Run 1, placed cells, one colour a class:
Scale bar: 10 µm. Fill, decap, tap and diode cells in grey.
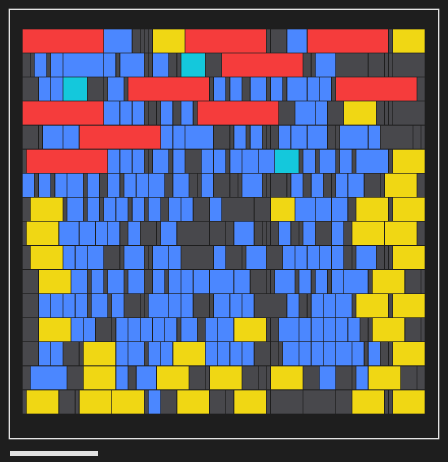
Run 1, metal 1:
Supply wires on this layer in grey.
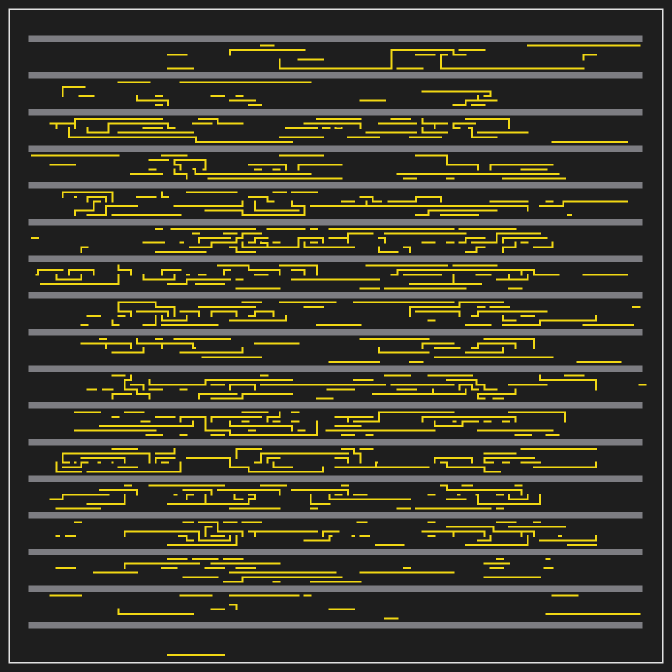
Run 1, local utilization:
10 x 10 tiles, from white (low) to dark blue (high), 0 to 100% covered.
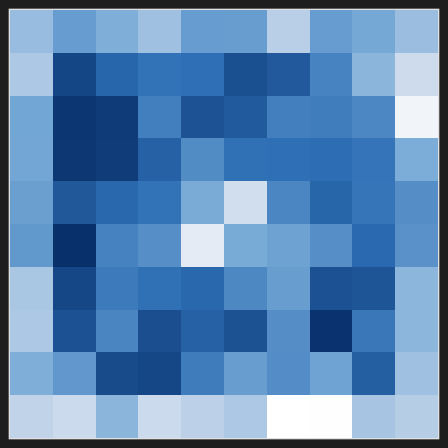
==> config.mk <==
export PLATFORM = sky130hd
export DESIGN_NAME = mips_mc_controller_flat
export DESIGN_NICKNAME = d
export VERILOG_FILES = /design/src/rtl/mips_mc_pkg.sv /design/src/rtl/mips_mc_controller_if.sv /design/src/rtl/mips_mc_alu_dec.sv /design/src/rtl/mips_mc_controller.sv /design/src/flat_wrapper.sv
export SDC_FILE = /design/constraint.sdc
export NUM_CORES = 1
export LEC_CHECK = 0
export ABC_AREA = 1
export CORE_UTILIZATION = 49
export DETAILED_ROUTE_END_ITERATION = 6
export HOLD_SLACK_MARGIN = 0.06
export PLACE_DENSITY = 0.85
export SLEW_MARGIN = 10
export SYNTH_ARGS = -nofsm -noshare
export SYNTH_HDL_FRONTEND = slang
export SYNTH_SLANG_ARGS = --single-unit
export TNS_END_PERCENT = 30
==> constraint.sdc <==
create_clock -name clk -period 3.8 [get_ports clk]
set_clock_uncertainty 0.1 [all_clocks]
set_input_delay 0.76 -clock clk [delete_from_list [all_inputs] [get_ports clk]]
set_output_delay 0.76 -clock clk [all_outputs]
set_load 0.02 [all_outputs]
==> results.txt <==
yosys + openroad results -> die extent in x 48.4 µm, buffer cell driving the clock tree root sky130_fd_sc_hd__clkbuf_4, I/O pin count 36, reg-to-reg slack, setup 2.37 ns, # resized after CTS 0, LEAKAGE 0.795 nW, status finished, final reports clean, Slew HR 79.6%, Clk Latency, worst-skew pair 0.27 ns, antenna violations before repair 0, number of vias after detailed routing between 1000 and 1500, CP Launch Type input port, DR WL met2 approximately 1500 µm, Hold Crit Depth 1, pin slew with the least headroom to its limit 0.303 ns, number of cells on the worst reg-to-reg path 7, final worst path period share 89.4%, EDFF count, synth 0, share of the yosys chip area belonging to registers 23.8%, most frequent cell on the critical path sky130_fd_sc_hd__clkdlybuf4s50_1, unrepaired setup endpoints after global routing no, Overall Power around 630 µW, maximum single-stage delay on the critical path 0.61 ns, GRT Resource Usage Total between 20% and 30%, yosys stat chip area 1050 µm², main flop type after synthesis sky130_fd_sc_hd__dfrtp_1, crit path time final 3.40 ns, Worst Path Max Fanout 7, Max Slew Vio Count 0, count of hold buffers inserted by post-cts repair 0, number of nets with antenna violations after routing 0, Via density ~5.1, Dominant cell area share 23.8%, final layout net count 242, cell types with the highest counts after synthesis sky130_fd_sc_hd__nand2_1, sky130_fd_sc_hd__nor2_1, sky130_fd_sc_hd__inv_1, sky130_fd_sc_hd__nand3_1, sky130_fd_sc_hd__dfrtp_1, Async S/R FF share, synth 100%, die footprint 2340 µm², Worst path depth 5, routability cong. slightly above 0.9, cell with the most instances after synthesis sky130_fd_sc_hd__nand2_1, first-pass GRT wire length 4800 µm, largest buffer count on any clock path 2, leading post-synthesis cells by cell area sky130_fd_sc_hd__dfrtp_1, sky130_fd_sc_hd__nand2_1, sky130_fd_sc_hd__nor2_1, total negative slack 0 ns, HP Class flip-flop to flip-flop, crit-path cells clkdlybuf4s50_1 > nand2_1 > nor3_1 > or3_1 > clkdlybuf4s50_1, syn_area_per_cell 5.66 µm², largest net degree at the start of global routing 12, total routed wire length on the met1 layer 1240 µm, CP required 2.94 ns, average routed wire per standard cell around 12 µm, total nets after synthesis 203, clock transition at the register clock pins on the worst setup and hold paths after CTS 0.06 ns, number of antenna repair diodes 0, remaining global-route overflow 0, total count of hold-check failures in the final report 0, Sink Count 10, Filler Cell Count 180, TritonCTS clock tree done, critical path's slowest cell sky130_fd_sc_hd__clkdlybuf4s50_1, arrival time at the worst endpoint 2.54 ns, netlist area before placement 1050 µm², remaining routing DRC violations 0, CP Buf/Inv Count 2, Max-cap violations 0, post-synth top area cell sky130_fd_sc_hd__dfrtp_1, first-iteration detailed-routing DRC count 35, flip-flop and latch count after synthesis 10, Crit. End Element primary output, H-tree depth 1, drt first pass iters 4, instance area after placement 1430 µm², family with the most delay on the worst path buffers and inverters, critical path class input port to primary output, highest attainable clock frequency between 200 and 300 MHz, number of OpenROAD warnings 26
About 'placed cells, one colour a class':
Key: red = flip-flops [cells 10, share of their area 18%]; blue = all other logic [cells 174, share of their area 56%]; yellow = other buffers and delay cells [cells 36, share of their area 25%]; cyan = cells driving clock nets [cells 3, share of their area 1.6%]
utilization after layout: 73.3%
Core ar.: 1980 µm²
Seq/total area: 17.2%

About 'metal 1':
The longest straight run is 16.1 µm. The layer carries 1240 µm of wire.
DRT Wirelength: 2880 µm
global-route track usage on met1: 29.9%

About 'local utilization':
The fullest tile reaches 100%. The mean over all tiles is 61%. 29% of the tiles are over 75% full. 2.0% of the tiles are nearly empty.
starting density of the core: 53.2%

[run 1: per-layer routing]
layer | track usage [%] | vias to the layer above
met3 | 5.66 | 4
met1 | 29.9 | 570
met4 | 5.88 | 0
met2 | 47.2 | 37
met5 | 0 | -
li1 | - | 671
[run 1: logic make-up after synthesis]
logic type      synth area share (%)
xor+xnor                        1.66
compound gates                  9.62
fa+ha+maj                       1.19
flops                           23.8
buf+inv                         13.5
simple gates                    50.2
[run 1: report_power, final]
| part | switching (mW) | total (mW) | internal (mW) |
|---|---|---|---|
| Clock | 0.0348 | 0.0713 | 0.0365 |
| Sequential | 0.0318 | 0.163 | 0.131 |
| Combinational | 0.242 | 0.398 | 0.156 |
[run 1: layout make-up]
type | instances | area (µm²) | share of cell area [%]
clock buffer | 3 | 22.5 | 1.55
sequential | 10 | 250 | 17.2
tap | 27 | 33.8 | 2.33
multi-input combinational | 140 | 661 | 45.5
timing repair buffer | 36 | 358 | 24.6
inverter | 34 | 128 | 8.79
[run 1: cells in the final DEF, fill, tap and decap left out, types with 3 or more instances in the layout]
| cell type | count |
|---|---|
| sky130_fd_sc_hd__a21oi_1 | 6 |
| sky130_fd_sc_hd__clkbuf_4 | 3 |
| sky130_fd_sc_hd__clkdlybuf4s50_1 | 35 |
| sky130_fd_sc_hd__dfrtp_1 | 10 |
| sky130_fd_sc_hd__inv_1 | 32 |
| sky130_fd_sc_hd__nand2_1 | 46 |
| sky130_fd_sc_hd__nand2_2 | 3 |
| sky130_fd_sc_hd__nand3_1 | 22 |
| sky130_fd_sc_hd__nor2_1 | 33 |
| sky130_fd_sc_hd__nor2_2 | 5 |
| sky130_fd_sc_hd__nor3_1 | 4 |
[run 1: metrics by stage]
step                setup WS (ns)  cells
CTS                         0.409    250
detailed placement          0.413    247
global route                0.300    250
finish                      0.401    250
floorplan                    1.24    186
global placement            0.473    247
[run 1: worst register-to-register path: cells and delay by family, from the launching register on]
family,cells,cell delay (ns)
simple gates,6,0.67
flops,1,0.43
compound gates,1,0.17
Power is estimated from default activity; no workload was simulated.
